Figure 1. Clock distribution (run 1).
The bar under the picture is 20 µm long.
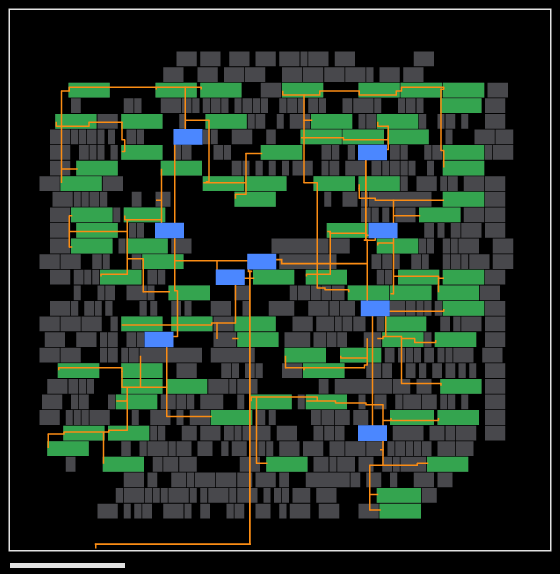
Figure 2. Sequential cells coloured by netlist name (run 1).
The bar under the picture is 20 µm long.
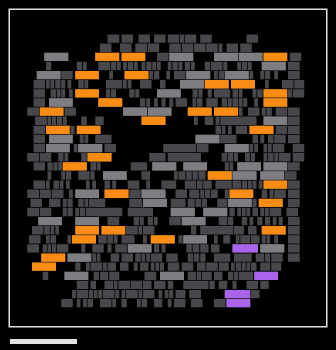
Figure 3. Routing congestion map (run 1).
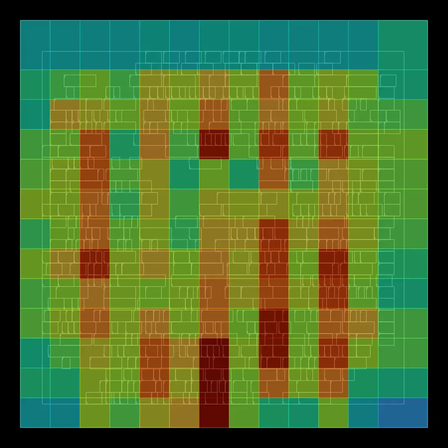
Figure 4. Placed cells, one colour a class (run 1).
The bar under the picture is 20 µm long.
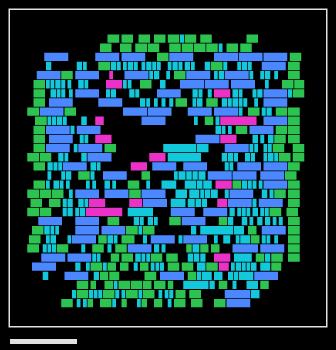
===== config.mk =====
export PLATFORM = sky130hd
export DESIGN_NAME = imem_port_arbiter_flat
export DESIGN_NICKNAME = d
export VERILOG_FILES = /design/src/rtl/imem_port_arbiter_if.sv /design/src/rtl/imem_port_arbiter.sv /design/src/flat_wrapper.sv
export SDC_FILE = /design/constraint.sdc
export NUM_CORES = 1
export LEC_CHECK = 0
export CAP_MARGIN = 20
export CORE_MARGIN = 5
export CORE_UTILIZATION = 42
export DETAILED_ROUTE_END_ITERATION = 8
export GPL_ROUTABILITY_DRIVEN = 0
export PLACE_DENSITY = 0.83
export SLEW_MARGIN = 20
export SYNTH_ARGS = -nofsm -noshare
export SYNTH_HDL_FRONTEND = slang
export SYNTH_SLANG_ARGS = --single-unit

===== constraint.sdc =====
create_clock -name CLK -period 2.13 [get_ports CLK]
set_input_delay 0.213 -clock CLK [delete_from_list [all_inputs] [get_ports CLK]]
set_output_delay 0.213 -clock CLK [all_outputs]
set_load 0.005 [all_outputs]

===== src/rtl/imem_port_arbiter_if.sv =====
// Bus bundle between the fetch unit, the debug reader, the instruction memory
// and imem_port_arbiter.
//   slave  : arbiter view (requests and mem_rd in; grants, read data, mem_addr out)
//   master : requester/memory view (mirror of slave)
// Signals:
//   cpu_req/cpu_addr        fetch request and word address
//   cpu_gnt/cpu_stall       fetch grant and PC-freeze (combinational)
//   cpu_rdata/cpu_rvalid    registered fetch data and its 1-cycle valid pulse
//   dbg_req/dbg_addr        debug read request and word address
//   dbg_lock                hold port ownership after the current debug grant
//   dbg_gnt                 debug grant (combinational)
//   dbg_rdata/dbg_rvalid    registered debug data and its 1-cycle valid pulse
//   lock_abort              1-cycle pulse when a debug lock is forcibly released
//   mem_addr/mem_rd         instruction memory address out / read word in
interface imem_port_arbiter_if #(
   parameter int unsigned AW = 6,
   parameter int unsigned DW = 32
) ();
   logic          cpu_req;
   logic [AW-1:0] cpu_addr;
   logic          cpu_gnt;
   logic          cpu_stall;
   logic [DW-1:0] cpu_rdata;
   logic          cpu_rvalid;
   logic          dbg_req;
   logic [AW-1:0] dbg_addr;
   logic          dbg_lock;
   logic          dbg_gnt;
   logic [DW-1:0] dbg_rdata;
   logic          dbg_rvalid;
   logic          lock_abort;
   logic [AW-1:0] mem_addr;
   logic [DW-1:0] mem_rd;

   modport slave (
      input  cpu_req, cpu_addr, dbg_req, dbg_addr, dbg_lock, mem_rd,
      output cpu_gnt, cpu_stall, cpu_rdata, cpu_rvalid,
             dbg_gnt, dbg_rdata, dbg_rvalid, lock_abort, mem_addr
   );

   modport master (
      output cpu_req, cpu_addr, dbg_req, dbg_addr, dbg_lock, mem_rd,
      input  cpu_gnt, cpu_stall, cpu_rdata, cpu_rvalid,
             dbg_gnt, dbg_rdata, dbg_rvalid, lock_abort, mem_addr
   );
endinterface


===== src/rtl/imem_port_arbiter.sv =====
// Shares the single combinational read port of the instruction memory between
// CPU fetch and a debug/monitor reader. One requester is granted per cycle;
// the granted word is registered (latency 1) and the CPU is stalled whenever
// its fetch is denied. The debug side may lock the port for atomic multi-word
// read-back, bounded by LOCK_MAX cycles.
// Ports:
//   CLK    clock, all state updates on posedge
//   RESET  synchronous active-high reset
//   bus    imem_port_arbiter_if.slave (requests, grants, read data, memory port)
// Build option:
//   ARB_RR_EN defined   -> round-robin arbitration in S_IDLE, no starvation counter
//   ARB_RR_EN undefined -> fixed CPU priority with forced debug grant after
//                          STARVE_LIMIT consecutive denied debug cycles
module imem_port_arbiter #(
   parameter int unsigned AW           = 6,
   parameter int unsigned DW           = 32,
   parameter int unsigned STARVE_LIMIT = 8,
   parameter int unsigned LOCK_MAX     = 16
) (
   input  logic                 CLK,
   input  logic                 RESET,
   imem_port_arbiter_if.slave   bus
);

   localparam int unsigned LCW = (LOCK_MAX > 1) ? $clog2(LOCK_MAX) : 1;
   localparam logic [LCW-1:0] LOCK_LAST = LCW'(LOCK_MAX - 1);

   typedef enum logic {
      S_IDLE = 1'b0,
      S_LOCK = 1'b1
   } state_e;

   state_e         state_q, state_d;
   logic [LCW-1:0] lock_cnt_q, lock_cnt_d;
   logic           lock_wait_q, lock_wait_d;   // forced release seen, dbg_lock not yet dropped
   logic           lock_abort_q, lock_abort_d;
   logic           cpu_gnt, dbg_gnt;
   logic [DW-1:0]  cpu_rdata_q, dbg_rdata_q;
   logic           cpu_rvalid_q, dbg_rvalid_q;

`ifdef ARB_RR_EN
   logic           prio_dbg_q, prio_dbg_d;     // 1: debug wins the next conflict
`else
   localparam int unsigned SCW = $clog2(STARVE_LIMIT + 1);
   logic [SCW-1:0] starve_cnt_q, starve_cnt_d;
`endif

   // Grant selection and next-state logic
   always_comb begin
      cpu_gnt     = 1'b0;
      dbg_gnt     = 1'b0;
      state_d     = state_q;
      lock_cnt_d  = lock_cnt_q;
      lock_wait_d = lock_wait_q;

      case (state_q)
         S_IDLE: begin
`ifdef ARB_RR_EN
            if (bus.cpu_req && bus.dbg_req) begin
               dbg_gnt = prio_dbg_q;
               cpu_gnt = ~prio_dbg_q;
            end else begin
               cpu_gnt = bus.cpu_req;
               dbg_gnt = bus.dbg_req;
            end
`else
            if (bus.dbg_req && (starve_cnt_q == SCW'(STARVE_LIMIT))) begin
               dbg_gnt = 1'b1;
            end else if (bus.cpu_req) begin
               cpu_gnt = 1'b1;
            end else begin
               dbg_gnt = bus.dbg_req;
            end
`endif
            lock_wait_d = lock_wait_q & bus.dbg_lock;
            if (dbg_gnt && bus.dbg_lock && !lock_wait_q) begin
               state_d    = S_LOCK;
               lock_cnt_d = '0;
            end
         end
         S_LOCK: begin
            // lock_abort_q is high exactly in the LOCK_MAX-th cycle of a lock
            if (lock_abort_q) begin
               state_d     = S_IDLE;
               lock_wait_d = bus.dbg_lock;
            end else begin
               dbg_gnt = bus.dbg_req;
               if (lock_cnt_q != LOCK_LAST) begin
                  lock_cnt_d = lock_cnt_q + LCW'(1);
               end
               if (!bus.dbg_lock) begin
                  state_d = S_IDLE;
               end
            end
         end
         default: state_d = S_IDLE;
      endcase

      lock_abort_d = (state_d == S_LOCK) && (lock_cnt_d == LOCK_LAST);

`ifdef ARB_RR_EN
      prio_dbg_d = prio_dbg_q;
      if (cpu_gnt) begin
         prio_dbg_d = 1'b1;
      end else if (dbg_gnt) begin
         prio_dbg_d = 1'b0;
      end
`else
      starve_cnt_d = '0;
      if (bus.dbg_req && !dbg_gnt) begin
         starve_cnt_d = (starve_cnt_q == SCW'(STARVE_LIMIT)) ? starve_cnt_q
                                                             : starve_cnt_q + SCW'(1);
      end
`endif
   end

   // State, counters and registered read port
   always_ff @(posedge CLK) begin
      if (RESET) begin
         state_q      <= S_IDLE;
         lock_cnt_q   <= '0;
         lock_wait_q  <= 1'b0;
         lock_abort_q <= 1'b0;
         cpu_rdata_q  <= '0;
         cpu_rvalid_q <= 1'b0;
         dbg_rdata_q  <= '0;
         dbg_rvalid_q <= 1'b0;
`ifdef ARB_RR_EN
         prio_dbg_q   <= 1'b0;
`else
         starve_cnt_q <= '0;
`endif
      end else begin
         state_q      <= state_d;
         lock_cnt_q   <= lock_cnt_d;
         lock_wait_q  <= lock_wait_d;
         lock_abort_q <= lock_abort_d;
         cpu_rvalid_q <= cpu_gnt;
         dbg_rvalid_q <= dbg_gnt;
         if (cpu_gnt) begin
            cpu_rdata_q <= bus.mem_rd;
         end
         if (dbg_gnt) begin
            dbg_rdata_q <= bus.mem_rd;
         end
`ifdef ARB_RR_EN
         prio_dbg_q   <= prio_dbg_d;
`else
         starve_cnt_q <= starve_cnt_d;
`endif
      end
   end

   assign bus.cpu_gnt    = cpu_gnt;
   assign bus.dbg_gnt    = dbg_gnt;
   assign bus.cpu_stall  = bus.cpu_req & ~cpu_gnt;
   assign bus.mem_addr   = dbg_gnt ? bus.dbg_addr : bus.cpu_addr;
   assign bus.cpu_rdata  = cpu_rdata_q;
   assign bus.cpu_rvalid = cpu_rvalid_q;
   assign bus.dbg_rdata  = dbg_rdata_q;
   assign bus.dbg_rvalid = dbg_rvalid_q;
   assign bus.lock_abort = lock_abort_q;

endmodule


===== src/flat_wrapper.sv =====
// flat-port wrapper written by rule: the top's interface ports become plain ports
module imem_port_arbiter_flat 
#(
   parameter int unsigned AW           = 6,
   parameter int unsigned DW           = 32,
   parameter int unsigned STARVE_LIMIT = 8,
   parameter int unsigned LOCK_MAX     = 16
)
  (CLK, RESET, bus_cpu_req, bus_cpu_addr, bus_dbg_req, bus_dbg_addr, bus_dbg_lock, bus_mem_rd, bus_cpu_gnt, bus_cpu_stall, bus_cpu_rdata, bus_cpu_rvalid, bus_dbg_gnt, bus_dbg_rdata, bus_dbg_rvalid, bus_lock_abort, bus_mem_addr);
  imem_port_arbiter_if #(.AW(AW), .DW(DW)) bus_i ();
  input  logic CLK;
  input  logic RESET;
  input wire logic [$bits(bus_i.cpu_req)-1:0] bus_cpu_req;
  input wire logic [$bits(bus_i.cpu_addr)-1:0] bus_cpu_addr;
  input wire logic [$bits(bus_i.dbg_req)-1:0] bus_dbg_req;
  input wire logic [$bits(bus_i.dbg_addr)-1:0] bus_dbg_addr;
  input wire logic [$bits(bus_i.dbg_lock)-1:0] bus_dbg_lock;
  input wire logic [$bits(bus_i.mem_rd)-1:0] bus_mem_rd;
  output wire logic [$bits(bus_i.cpu_gnt)-1:0] bus_cpu_gnt;
  output wire logic [$bits(bus_i.cpu_stall)-1:0] bus_cpu_stall;
  output wire logic [$bits(bus_i.cpu_rdata)-1:0] bus_cpu_rdata;
  output wire logic [$bits(bus_i.cpu_rvalid)-1:0] bus_cpu_rvalid;
  output wire logic [$bits(bus_i.dbg_gnt)-1:0] bus_dbg_gnt;
  output wire logic [$bits(bus_i.dbg_rdata)-1:0] bus_dbg_rdata;
  output wire logic [$bits(bus_i.dbg_rvalid)-1:0] bus_dbg_rvalid;
  output wire logic [$bits(bus_i.lock_abort)-1:0] bus_lock_abort;
  output wire logic [$bits(bus_i.mem_addr)-1:0] bus_mem_addr;
  assign bus_i.cpu_req = bus_cpu_req;
  assign bus_i.cpu_addr = bus_cpu_addr;
  assign bus_i.dbg_req = bus_dbg_req;
  assign bus_i.dbg_addr = bus_dbg_addr;
  assign bus_i.dbg_lock = bus_dbg_lock;
  assign bus_i.mem_rd = bus_mem_rd;
  assign bus_cpu_gnt = bus_i.cpu_gnt;
  assign bus_cpu_stall = bus_i.cpu_stall;
  assign bus_cpu_rdata = bus_i.cpu_rdata;
  assign bus_cpu_rvalid = bus_i.cpu_rvalid;
  assign bus_dbg_gnt = bus_i.dbg_gnt;
  assign bus_dbg_rdata = bus_i.dbg_rdata;
  assign bus_dbg_rvalid = bus_i.dbg_rvalid;
  assign bus_lock_abort = bus_i.lock_abort;
  assign bus_mem_addr = bus_i.mem_addr;
  imem_port_arbiter #(.AW(AW), .DW(DW), .STARVE_LIMIT(STARVE_LIMIT), .LOCK_MAX(LOCK_MAX)) u_core (.CLK(CLK), .RESET(RESET), .bus(bus_i));
endmodule

==> summary.txt, run 1 <==
Flow results.

- Walking the worst path, the cells encountered are inv_2, ha_2, and3b_2, o211ai_4, inv_2, nand2_1, nand2_1, dlygate4sd2_1.
- The script parses the final routing iteration and logs DRC violations as 0.
- Across the VDD grid, the largest voltage drop is 0.461 mV.
- The count of boundary I/O pins is 125.
- The total inserted antenna cells is 0.
- The initial antenna violation count was 0.
- The clock latency at the later pin of the worst-skew pair is 0.33 ns.
- The critical path class is reg -> out.
- The actual slew at the worst max-slew pin is 0.424 ns.
- The number of iterations in the first detailed-routing pass is 4.
- By count the netlist is led by nand2_1, dfxtp_1, a21oi_1.
- The total clock sinks is 77.
- For this sky-water flow run, the detailed-routed wirelength per cell is reported as 14.5 µm.
- The finished design was reported to have a net count of 553.
- The pre-placement core utilization is 0.436.
- The post-synthesis to final-layout area growth is 54.0%.
- The area of the mapped netlist is 0.00298 mm².
- Warnings reported by Yosys during synthesis add up to 0.
- After detailed placement, the design holds a cell count of 573.
- The clock H-tree reported by CTS has 3 levels.
- The first global-routing pass estimated 14.0 mm of wire.
- The worst setup path is captured at an output pin.
- For reference, the placement row count at floorplan is 30.
- The total of plain and repair buffers excluding clock buffers is 146.
- The number of tap instances is 96.
- The number of filler instances in the final layout is 585.
- The die span in x is 94.2 µm.
- The region available for standard cell placement spans 0.00683 mm².
- The top logic cell by instance count in the layout is nand2_1.
- The top cell class by occupied area is sequential cells.
- The most numerous cell in the Yosys netlist is nand2_1.
- The share of cells above drive strength 1 is 0.119.
- The worst path arrival time is 1.82 ns.
- Setup repair after global routing left no endpoint under its margin.
- The kind of launch point of the worst setup path is a flip-flop.
- The worst hold path cell count is 2.
- The via count of the first global-routing pass is 2922.
- Summing over every cut layer, the via total after detailed routing is 2925.
- The die area is 0.00888 mm².
- The part of the Yosys area used for sequential elements is 0.517.
- The flow ran to the end, and the final reports show no timing, DRC or antenna violations.
- The cell leakage power is 1.76 nW.
- The count of placed standard cells in the final layout, fillers left out is 602.
- In the final report, the number of hold violations comes to 0.
- Measured on the final layout, the clock distribution area share stands at 0.0488.
- The layout report gives the register share of total cell area as 0.337.
- Note, the detailed placer reported a final HPWL of 6.00 mm.
- Per the GRT congestion report, total overflow comes to 0.
- The minimum setup slack in the final design is 0.0924 ns.
- The logic depth of the worst register-to-register path is 9.
- Final hold analysis gives a worst-case slack of 0.271 ns.
- The worst setup timing slack at the placement stage is -0.0473 ns.
- Entering global routing, the biggest net connects 33 pins.
Back to the opening pictures, Figure 1:
legend:
  clock-net drivers:
    colour: blue
    count: 9
  clock wires:
    colour: orange
    length: 849 µm
  flip-flops:
    colour: green
    count: 77
routed clock nets: 10

Back to the opening pictures, Figure 2:
legend:
  `u_core.bus.cpu_rdata`:
    colour: orange
    sequential_cells: 32
  `u_core.starve_cnt_q`:
    colour: purple
    sequential_cells: 4
    where: lower right
not coloured: 41

Back to the opening pictures, Figure 3:
met2 Resource Use GR: 0.347
layer with the highest usage after global routing: met2
met1 global-route usage: 0.236
global-route met3 utilization: 0.0481

Back to the opening pictures, Figure 4:
legend:
  remaining buffers and delay cells:
    colour: green
    cells: 146
    share_of_their_area: 31%
  remaining logic cells:
    colour: cyan
    cells: 267
    share_of_their_area: 30%
  registers:
    colour: blue
    cells: 77
    share_of_their_area: 35%
  clock drivers and dummy loads:
    colour: magenta
    cells: 16
    share_of_their_area: 5.0%

-- run 1: report_power, final --
part / internal (mW) / switching, mW
sequential: 1.51 / 0.0394
clock: 0.672 / 0.537
combinational: 0.278 / 0.214
-- run 1: timing repair --
action,CTS,global route
buffers inserted,14,0
setup endpoints to repair,9,38
hold buffers,0,0
pin swaps,4,2
cloned,1,0
resized,21,6
-- run 1: registers in the layout, indices dropped and copies added (netlist names) --
register               flops
u_core.bus.cpu_rdata      32
u_core.bus.cpu_rvalid      1
u_core.bus.dbg_rdata      32
u_core.bus.dbg_rvalid      1
u_core.bus.lock_abort      1
u_core.lock_cnt_q          4
u_core.lock_wait_q         1
u_core.starve_cnt_q        4
u_core.state_q             1
-- run 1: routing by layer --
| layer | vias to the layer above | track usage | share of wire |
|---|---|---|---|
| li1 | 1466 | - | - |
| met1 | 1355 | 0.236 | 0.42 |
| met5 | - | 0 | 0 |
| met4 | 0 | 0.0842 | 0.0089 |
| met2 | 98 | 0.347 | 0.51 |
| met3 | 6 | 0.0481 | 0.062 |
-- run 1: logic make-up (layout without fill, tap and decap cells) --
logic type,after synthesis,count (layout),synth area share
adder cells (fa/ha/maj),3,3,0.0126
AND/OR/NAND/NOR,177,177,0.245
flip-flops,77,77,0.517
AND-OR/OR-AND,77,78,0.155
buffers and inverters,29,166,0.0546
multiplexers,1,1,0.00336
XOR/XNOR,4,4,0.0118
-- run 1: worst paths after layout --
check                           start                       end  slack [ns]
max            u_core.starve_cnt_q[0]           bus_mem_addr[5]        0.09
min                             RESET            u_core.state_q        0.27
max reg2reg    u_core.starve_cnt_q[0]  u_core.bus.dbg_rdata[25]        0.14
min reg2reg  u_core.bus.dbg_rdata[24]  u_core.bus.dbg_rdata[24]        0.46
## Run 2: what changed since run 1
Settings changed: PLACE_DENSITY 0.83 to 0.79, SKIP_CTS_REPAIR_TIMING set to 1.
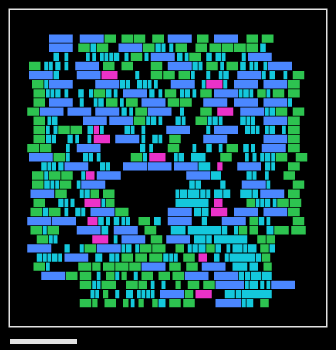
Figure 5: run 2, placed cells, one colour a class.
The bar under the picture is 20 µm long.
legend:
  remaining logic cells:
    colour: cyan
    cells: 266
    share_of_their_area: 30%
  clock drivers and dummy loads:
    colour: magenta
    cells: 15
    share_of_their_area: 3.7%
  remaining buffers and delay cells:
    colour: green
    cells: 148
    share_of_their_area: 32%
  registers:
    colour: blue
    cells: 77
    share_of_their_area: 35%

==> run 2 against run 1 <==
The run now ends with setup timing left. Design area is 0.33% lower. Clock power is 21% lower. Non-clock buffer count is 2 higher. Area after synthesis stayed put. Via count is 0.75% higher. Synthesized cell count stayed put. Largest power group unchanged.
==> summary.txt, run 2 <==
Flow results.

- Outcome: finished with violations (was complete, no violations).
- The internal cell power is 2.21 mW (was 2.46 mW).
- The worst voltage drop across the vdd grid is 0.443 mV (was 0.461 mV).
- The cell leakage power came to 1.77 nW (was 1.76 nW).
- The final number of setup-violating endpoints came to 2 (was 0).
- The routed wire length on met3 was 597 µm (was 541 µm).
- The destination of the worst register-to-register timing path is u_core.bus.dbg_rdata[15] (was u_core.bus.dbg_rdata[25]).
- The layer with the highest usage after global routing is met2 (unchanged).
- The portion of total power attributed to combinational logic was 0.168 (was 0.151).
- The switching power is 0.792 mW (was 0.790 mW).
- The clock latency at the later pin of the worst-skew pair was 0.35 ns (was 0.33 ns).
- RSZ-0062 raised after global routing: true (was false).
- The post-synthesis to final-layout area growth is 53.5% (was 54.0%).
- The half-perimeter wire length after placement is 5.95 mm (was 6.00 mm).
- The uppermost metal layer occupied by signal nets is met4 (unchanged).
- The critical path class is reg -> out (unchanged).
- The global-route met1 utilization is 0.239 (was 0.236).
- The startpoint of the worst register-to-register path was u_core.starve_cnt_q[1] (was u_core.starve_cnt_q[0]).
- The total inserted antenna cells was 0 (unchanged).
- The count of yosys warnings during synthesis is 0 (unchanged).
- The number of endpoints with negative hold slack in the final report is 0 (unchanged).
- The logic depth of the worst register-to-register path is 8 (was 9).
- The share of cells above drive strength 1 is 0.132 (was 0.119).
- The top logic cell by instance count in the layout is nand2_1 (unchanged).
- The overflow left after global routing was 0 (unchanged).
- The pre-placement core utilization is 0.436 (unchanged).
- The worst reg-to-reg setup slack is 0.23 ns (was 0.14 ns).
- The part of the total power dissipated in the clock network is 0.316 (was 0.372).
- The total clock sinks came to 77 (unchanged).
- The proportion of total power due to net switching is 0.264 (was 0.243).
- The worst path arrival time is 1.93 ns (was 1.82 ns).
- The via count of the first global-routing pass came to 2790 (was 2922).
- The worst setup path startpoint is u_core.starve_cnt_q[1] (was u_core.starve_cnt_q[0]).
- The termination of the worst setup path is bus_mem_addr[3] (was bus_mem_addr[5]).
- The minimum setup slack in the final design was -0.00835 ns (was 0.0924 ns).
- The deepest level of the CTS H-tree is 3 (unchanged).
- The residual DRC count is 0 (unchanged).
- The wire length of the first global-routing pass is 13.6 mm (was 14.0 mm).
- The number of nets in the finished design is 554 (was 553).
- The final reports fail on setup timing.
- The average wire length per cell after detail routing is 14.5 µm (about the same).
- The core area came to 0.00683 mm² (unchanged).
- The end of the worst hold path is u_core.bus.dbg_rvalid (was u_core.state_q).
- The startpoint of the worst hold path was RESET (unchanged).
- The area of the mapped netlist is 0.00298 mm² (unchanged).
- The actual slew at the worst max-slew pin came to 0.795 ns (was 0.424 ns).
- Cell-by-cell trace of the critical path: inv_4, ha_4, and3b_2, o211ai_4, inv_4, buf_6, nand2_1, nand2_1, clkbuf_2 (was inv_2, ha_2, and3b_2, o211ai_4, inv_2, nand2_1, nand2_1, dlygate4sd2_1).
- The met2 routed wirelength is 4.35 mm (was 4.42 mm).
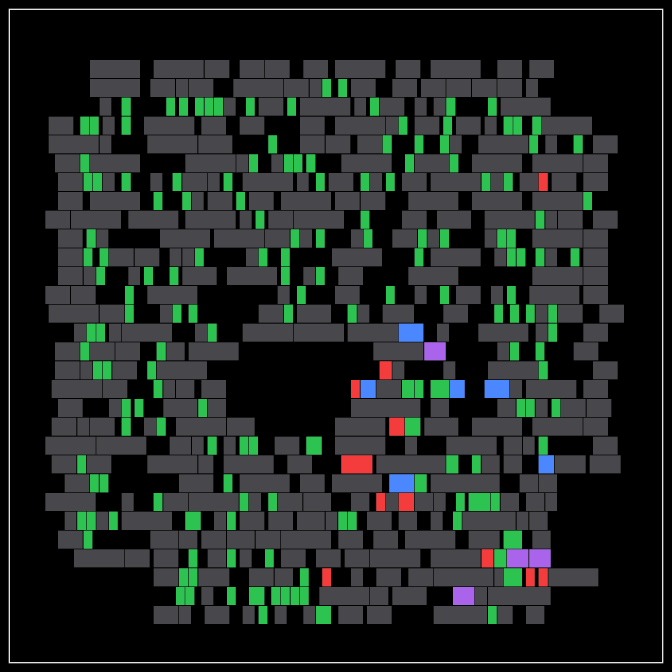
Figure 6: run 2, logic cells by family.
legend:
  nand cells:
    colour: green
    cells: 160
    where: all over the die
  xor and xnor cells:
    colour: purple
    cells: 4
    where: lower right
  nor cells:
    colour: red
    cells: 11
  and/or cells:
    colour: blue
    cells: 6

-- run 2: cell counts after synthesis --
Identical to the previous run, type by type.
-- run 2: power groups by stage --
stage / sequential [mW] / combinational [mW] / clock [mW]
after CTS: 1.55 / 0.491 / 0.979
after global routing: 1.56 / 0.554 / 1.05
after floorplan: 1.58 / 0.179 / 0
after global placement: 1.58 / 0.481 / 0
after detailed placement: 1.58 / 0.488 / 0
final: 1.55 / 0.505 / 0.950
-- run 2: layout make-up --
| type | count | area [µm²] |
|---|---|---|
| flip-flops and latches | 77 | 1550 |
| multi-input cells | 262 | 1310 |
| clock inverters | 6 | 41.3 |
| fillers | 589 | 2260 |
| well taps | 96 | 120 |
| inverters | 4 | 21.3 |
| repair buffers | 148 | 1410 |
| clock buffers | 9 | 124 |
-- run 2: logic make-up after synthesis --
family	Yosys count	share of synthesized area
adders and majority gates	3	0.0126
muxes	1	0.00336
xor gates and xnor gates	4	0.0118
AOI/OAI and AO/OA	77	0.155
and+or+nand+nor	177	0.245
DFF	77	0.517
buffers and inverters	29	0.0546
-- run 2: worst register-to-register path: stages (launching register included) --
cell and delay [ns]:
dfxtp_4 0.37, inv_4 0.04, ha_4 0.15, and3b_2 0.24
o211ai_4 0.36, buf_4 0.18, buf_4 0.24, nand2_1 0.10
a21oi_1 0.16
-- run 2: through the flow --
step / area (µm²) / hold WS, ns / setup WS [ns] / cells / utilization
after CTS: 4440 / 0.421 / -0.422 / 588 / 0.650
final: 4570 / 0.432 / -0.00835 / 602 / 0.669
after global placement: 4270 / 0.440 / 0.0432 / 573 / 0.625
after detailed placement: 4270 / 0.446 / -0.0306 / 573 / 0.625
after global routing: 4570 / 0.444 / -0.0986 / 602 / 0.669
after floorplan: 2980 / 0.349 / 0.405 / 368 / -
Power figures rest on the tool's default switching activity, not on a simulated workload.
